Figure 1. Wiring by layer.
Scale bar: 50 um.
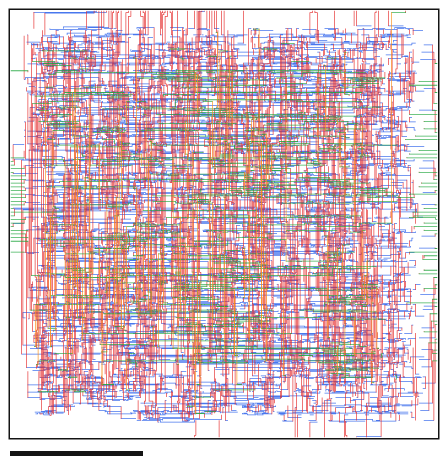
Figure 2. Logic cells by family.
Scale bar: 50 um.
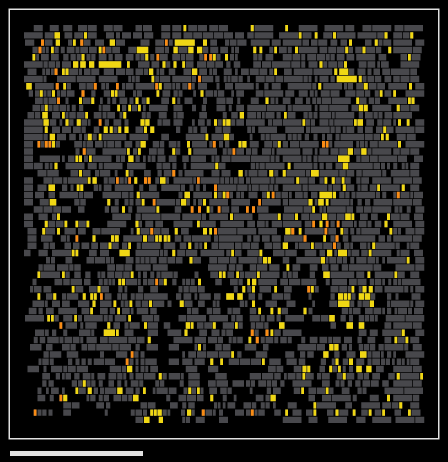
Figure 3. Cells colored by class.
Scale bar: 50 um. Fill, decap, tap and diode cells in gray.
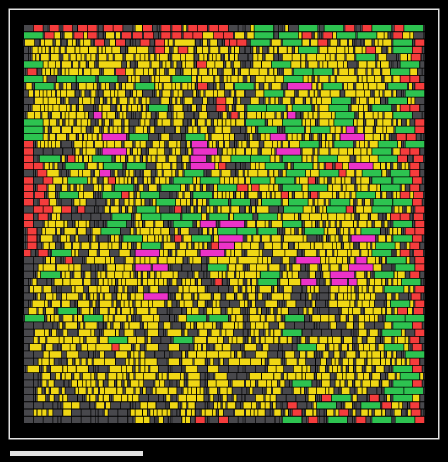
[config.mk]
export PLATFORM = sky130hd
export DESIGN_NAME = seq_muldiv_unit_flat
export DESIGN_NICKNAME = d
export VERILOG_FILES = /design/src/rtl/seq_muldiv_unit_pkg.sv /design/src/rtl/seq_muldiv_unit_if.sv /design/src/rtl/seq_muldiv_unit_datapath.sv /design/src/rtl/seq_muldiv_unit.sv /design/src/flat_wrapper.sv
export SDC_FILE = /design/constraint.sdc
export NUM_CORES = 1
export LEC_CHECK = 0
export CORE_MARGIN = 5
export CORE_UTILIZATION = 64
export DETAILED_ROUTE_END_ITERATION = 16
export PLACE_DENSITY = 0.88
export SLEW_MARGIN = 20
export SYNTH_ARGS = -nofsm -noshare
export SYNTH_HDL_FRONTEND = slang
export SYNTH_SLANG_ARGS = --single-unit
[constraint.sdc]
create_clock -name clk -period 7.5 [get_ports clk]
set_input_delay 1.5 -clock clk [delete_from_list [all_inputs] [get_ports clk]]
set_output_delay 1.5 -clock clk [all_outputs]
set_load 0.05 [all_outputs]
[src/rtl/seq_muldiv_unit_pkg.sv]
// muldiv_pkg: shared op/state encodings and a conditional negate helper for the mul/div unit
package muldiv_pkg;
    typedef enum logic [1:0] {OP_MUL = 2'b00, OP_MULU = 2'b01, OP_DIV = 2'b10, OP_DIVU = 2'b11} op_t;
    typedef enum logic [1:0] {S_IDLE, S_RUN, S_FIX, S_DONE} state_t;
    localparam int MAX_W = 512;
    function automatic logic [MAX_W-1:0] cneg(input logic [MAX_W-1:0] v, input logic en);
        return en ? ~v + MAX_W'(1) : v;
    endfunction
endpackage

[src/rtl/seq_muldiv_unit_if.sv]
// seq_muldiv_unit_if: start/busy/done request bus between control unit and mul/div unit
interface seq_muldiv_unit_if import muldiv_pkg::*; #(parameter int BITS = 32);
    logic start;
    op_t op;
    logic [BITS-1:0] X;
    logic [BITS-1:0] Y;
    logic busy;
    logic done;
    logic div_by_zero;
    logic [2*BITS-1:0] result;
    modport master (output start, op, X, Y, input busy, done, div_by_zero, result);
    modport slave (input start, op, X, Y, output busy, done, div_by_zero, result);
endinterface

[src/rtl/seq_muldiv_unit_datapath.sv]
// muldiv_datapath: magnitude capture, shift-add / restoring-divide step and sign fix-up
module muldiv_datapath import muldiv_pkg::*; #(parameter int BITS = 32) (
    input  logic              clk,
    input  logic              clr,
    input  logic              load,
    input  logic              step,
    input  logic              fix,
    input  op_t               op,
    input  logic [BITS-1:0]   x,
    input  logic [BITS-1:0]   y,
    output logic [2*BITS-1:0] result
);
    logic is_div, div_in, dz_in, sgn, sxn, syn, sx, sy;
    logic [BITS-1:0] b, xm, ym;
    logic [BITS:0] sum, shifted, diff;
    logic [2*BITS-1:0] acc, mul_nxt, div_nxt, fixed;
    always_comb begin
        div_in  = op == OP_DIV || op == OP_DIVU;
        dz_in   = div_in && y == '0;
        sgn     = op == OP_MUL || op == OP_DIV;
        sxn     = sgn & x[BITS-1];
        syn     = sgn & y[BITS-1];
        xm      = BITS'(cneg(MAX_W'(x), sxn));
        ym      = BITS'(cneg(MAX_W'(y), syn));
        sum     = {1'b0, acc[2*BITS-1:BITS]} + (acc[0] ? {1'b0, b} : '0);
        mul_nxt = {sum, acc[BITS-1:1]};
        shifted = {acc[2*BITS-1:BITS], acc[BITS-1]};
        diff    = shifted - {1'b0, b};
        div_nxt = {diff[BITS] ? shifted[BITS-1:0] : diff[BITS-1:0], acc[BITS-2:0], ~diff[BITS]};
        fixed   = !is_div ? (2*BITS)'(cneg(MAX_W'(acc), sx ^ sy))
                : {BITS'(cneg(MAX_W'(acc[2*BITS-1:BITS]), sx)), BITS'(cneg(MAX_W'(acc[BITS-1:0]), sx ^ sy))};
    end
    // a divide by zero leaves {X, all ones} in acc with signs cleared, so the fix-up passes it through
    always_ff @(posedge clk) begin
        if (clr) begin
            is_div <= 1'b0;
            sx     <= 1'b0;
            sy     <= 1'b0;
            b      <= '0;
            acc    <= '0;
            result <= '0;
        end else if (load) begin
            is_div <= div_in;
            sx     <= sxn & ~dz_in;
            sy     <= syn & ~dz_in;
            b      <= div_in ? ym : xm;
            acc    <= dz_in ? {x, {BITS{1'b1}}} : {{BITS{1'b0}}, div_in ? xm : ym};
        end else if (step) begin
            acc <= is_div ? div_nxt : mul_nxt;
        end else if (fix) begin
            result <= fixed;
        end
    end
endmodule

[src/rtl/seq_muldiv_unit.sv]
// seq_muldiv_unit: multi-cycle signed/unsigned multiply/divide with start/busy/done handshake
module seq_muldiv_unit import muldiv_pkg::*; #(parameter int BITS = 32) (
    input logic              clk,
    input logic              clr,
    seq_muldiv_unit_if.slave bus
);
    localparam int CNT_W = $clog2(BITS + 1);
    state_t state, nxt;
    logic [CNT_W-1:0] cnt;
    logic accept, dz_req, dz_op, dz;
    assign accept = state == S_IDLE && bus.start;
    assign dz_req = (bus.op == OP_DIV || bus.op == OP_DIVU) && bus.Y == '0;
    always_ff @(posedge clk) begin
        if (clr) state <= S_IDLE;
        else state <= nxt;
    end
    always_ff @(posedge clk) begin
        if (clr) begin
            cnt   <= '0;
            dz_op <= 1'b0;
            dz    <= 1'b0;
        end else begin
            if (accept) begin
                cnt   <= CNT_W'(BITS);
                dz_op <= dz_req;
                dz    <= 1'b0;
            end else if (state == S_RUN) begin
                cnt <= cnt - CNT_W'(1);
            end
            if (state == S_FIX) dz <= dz_op;
        end
    end
    // divide by zero skips RUN but still passes through FIX to form its result
    always_comb begin
        nxt = state;
        if (accept) nxt = dz_req ? S_FIX : S_RUN;
        else if (state == S_RUN && cnt == CNT_W'(1)) nxt = S_FIX;
        else if (state == S_FIX) nxt = S_DONE;
        else if (state == S_DONE) nxt = S_IDLE;
    end
    always_comb begin
        bus.busy        = state != S_IDLE;
        bus.done        = state == S_DONE;
        bus.div_by_zero = dz;
    end
    muldiv_datapath #(.BITS(BITS)) u_dp (
        .clk    (clk),
        .clr    (clr),
        .load   (accept),
        .step   (state == S_RUN),
        .fix    (state == S_FIX),
        .op     (bus.op),
        .x      (bus.X),
        .y      (bus.Y),
        .result (bus.result)
    );
endmodule

[src/flat_wrapper.sv]
// flat-port wrapper written by rule: the top's interface ports become plain ports
module seq_muldiv_unit_flat import muldiv_pkg::*;
#(parameter int BITS = 32)
  (clk, clr, bus_start, bus_op, bus_X, bus_Y, bus_busy, bus_done, bus_div_by_zero, bus_result);
  seq_muldiv_unit_if #(.BITS(BITS)) bus_i ();
  input logic clk;
  input logic clr;
  input wire logic [$bits(bus_i.start)-1:0] bus_start;
  input wire logic [$bits(bus_i.op)-1:0] bus_op;
  input wire logic [$bits(bus_i.X)-1:0] bus_X;
  input wire logic [$bits(bus_i.Y)-1:0] bus_Y;
  output wire logic [$bits(bus_i.busy)-1:0] bus_busy;
  output wire logic [$bits(bus_i.done)-1:0] bus_done;
  output wire logic [$bits(bus_i.div_by_zero)-1:0] bus_div_by_zero;
  output wire logic [$bits(bus_i.result)-1:0] bus_result;
  assign bus_i.start = bus_start;
  assign bus_i.op = bus_op;
  assign bus_i.X = bus_X;
  assign bus_i.Y = bus_Y;
  assign bus_busy = bus_i.busy;
  assign bus_done = bus_i.done;
  assign bus_div_by_zero = bus_i.div_by_zero;
  assign bus_result = bus_i.result;
  seq_muldiv_unit #(.BITS(BITS)) u_core (.clk(clk), .clr(clr), .bus(bus_i));
endmodule
==> flow_metrics.py <==
# Flow results
metrics = {
    "setup_path": {
        "reg2reg_depth": 14,
        "critical_path_arrival_ps": 5220,
        "critPathCapture": "u_core.u_dp.acc[53]$_SDFFE_PP0P_",
        "r2r_start": "u_core.u_dp.acc[31]$_SDFFE_PP0P_",
        "required_ps": 7880,
        "crit_path_top_delay_cell": "nor4b_4",
        "crit_cells": 11,
        "crit_path_cell_trace": "clkdlybuf4s50_1, or4_4, nor4_4, and3b_4, nand2_4, nor4b_4, and2_4, a21oi_1, o21ai_0, a211oi_1, nor4_2",
        "crit_family": "simple AND/OR/NAND/NOR gates",
        "crit_fanout": 21,
        "reg2reg_slack_ps": 2810,
        "cp_num_buf_inv": 1,
        "cp-end-kind": "register",
    },
    "cts": {
        "cts_root_buf": "clkbuf_16",
        "clkSinkCount": 173,
        "clock_path_buffers": 2,
        "cts.clk_slew.worst_paths_ps": 90,
        "ctsResizeCount": 0,
        "clock_latency_ps": 450,
        "cts_buffers": 17,
    },
    "power_and_ir_drop": {
        "seqPwrFrac_pct": 31.5,
        "combinationalPowerShare_pct": 41.7,
        "switching_share_pct": 42.8,
        "power_density_nw_per_um2": 215,
        "comb-power_mw": 1.48,
        "p_int_mw": 2.03,
        "power_leakage_nw": 6.19,
    },
    "synth": {
        "synthesis.nets": 2134,
        "synth-simple-area-share_pct": 22.0,
        "synth_warnings": 0,
        "logic_family": "AND-OR/OR-AND gates",
        "ys_cells": 1993,
        "ys_seq_share_pct": 23.9,
        "ys_area_um2": 14500,
        "ys_sh_aoi_pct": 26.6,
        "adder_share_pct": 6.32,
        "synth-async-reset-ratio_pct": 0,
        "synthDistinctLibCells": 83,
        "ff_type": "dfxtp_1",
        "xor_area_share_pct": 10.6,
    },
    "final_timing": {
        "setup_ws_ps": 2660,
        "fin_crit_sh_pct": 64.5,
        "max_freq_ghz": 0.207,
        "relSlewSlack_pct": 33.7,
        "fin_worst_skew_ps": 14.6,
        "fin_crit_ps": 4840,
        "setup_viol": 0,
    },
    "floorplanning": {
        "die_width_um": 160,
        "fp_util_pct": 64.4,
        "chipArea_um2": 25800,
        "core_um2": 22500,
        "rows": 55,
    },
    "final_layout": {
        "final-nonclk-buf-share_pct": 9.18,
        "fin_area_um2": 16500,
        "final_layout_size_suffix_gt1_share_pct": 5.42,
        "seq_share_pct": 21.0,
        "inverters": 67,
        "flop_area_um2": 3460,
        "layout_top_cells": "nor2_1 (262), a21oi_1 (215), nand2_1 (197)",
        "clk_share_pct": 3.82,
        "syn_to_final_growth_pct": 13.7,
        "dominant_cells": "multi-input combinational cells",
        "buffers": 157,
        "n_clock_buffer": 17,
    },
    "grt": {
        "grt.overflow.total": 0,
        "grt_pass1_vias": 14600,
        "grt_util_met3_pct": 7.11,
        "grt_max_degree": 114,
    },
    "run": {
        "maxCapViolations": 0,
        "log.warning_count": 31,
    },
    "place": {
        "gp_congestion": 1.02,
        "place_hpwl_um": 38100,
        "place_area_um2": 15800,
    },
    "routing": {
        "wl_met3_um": 5470,
        "viasPerCell": 6.76,
        "drt_drc_violations_left": 0,
        "top_layer": "met4",
    },
    "hold_path": {
        "hp-class": "reg2reg",
        "hold_end": "u_core.u_dp.result[45]$_SDFFE_PP0P_",
        "hold_depth": 2,
    },
    "outcome": {
        "outcome": "complete, no violations",
    },
}
-- Figure 1 (at the start) --
Green marks M3, wire length 5470 um. Blue marks M1, wire length 19300 um. Red marks M2, wire length 22.9 mm. Orange marks M4, wire length 3490 um.
via count: 15800
gr usage total: 38.3%
Wirelength per Cell: 22.0 um
final WL: 51200 um

-- Figure 2 (at the start) --
Orange marks inv cells, cells 67, where all over the die. Yellow marks nor cells, cells 364, where all over the die.
final cell count without fillers: 2333
logic share of the area: 62.3%
Top cell excl fill/tap: nor2_1

-- Figure 3 (at the start) --
Green marks registers, cells 173. Red marks remaining buffers and delay cells, cells 157. Magenta marks clock drivers and dummy loads, cells 32. Yellow marks remaining logic cells, cells 1686.

==> synthesized netlist by cell type (19+ instances only) <==
cell type	number	area share (%)
clkbuf_1	105	2.7
dfxtp_1	173	24
nor3_1	41	1.4
nor4_1	23	0.99
ha_1	70	6.0
mux2i_1	51	3.5
nor2b_1	21	0.91
a211oi_1	61	3.2
a21o_1	23	1.2
xnor2_1	88	5.3
xor2_1	88	5.3
a31oi_1	19	0.82
mux2_2	20	1.6
nand2_1	198	5.1
or3_1	25	1.1
inv_1	66	1.7
o21ai_0	132	4.6
o31ai_1	23	1.2
nor2_1	262	6.8
a21oi_1	215	7.4
nand3_1	28	0.97
a221oi_1	27	1.6
==> worst min-delay path: cells and delay by family (launching register included) <==
family	cells	cell delay, ps
AND-OR/OR-AND	1	50
AND/OR/NAND/NOR	1	50
flip-flops	1	310
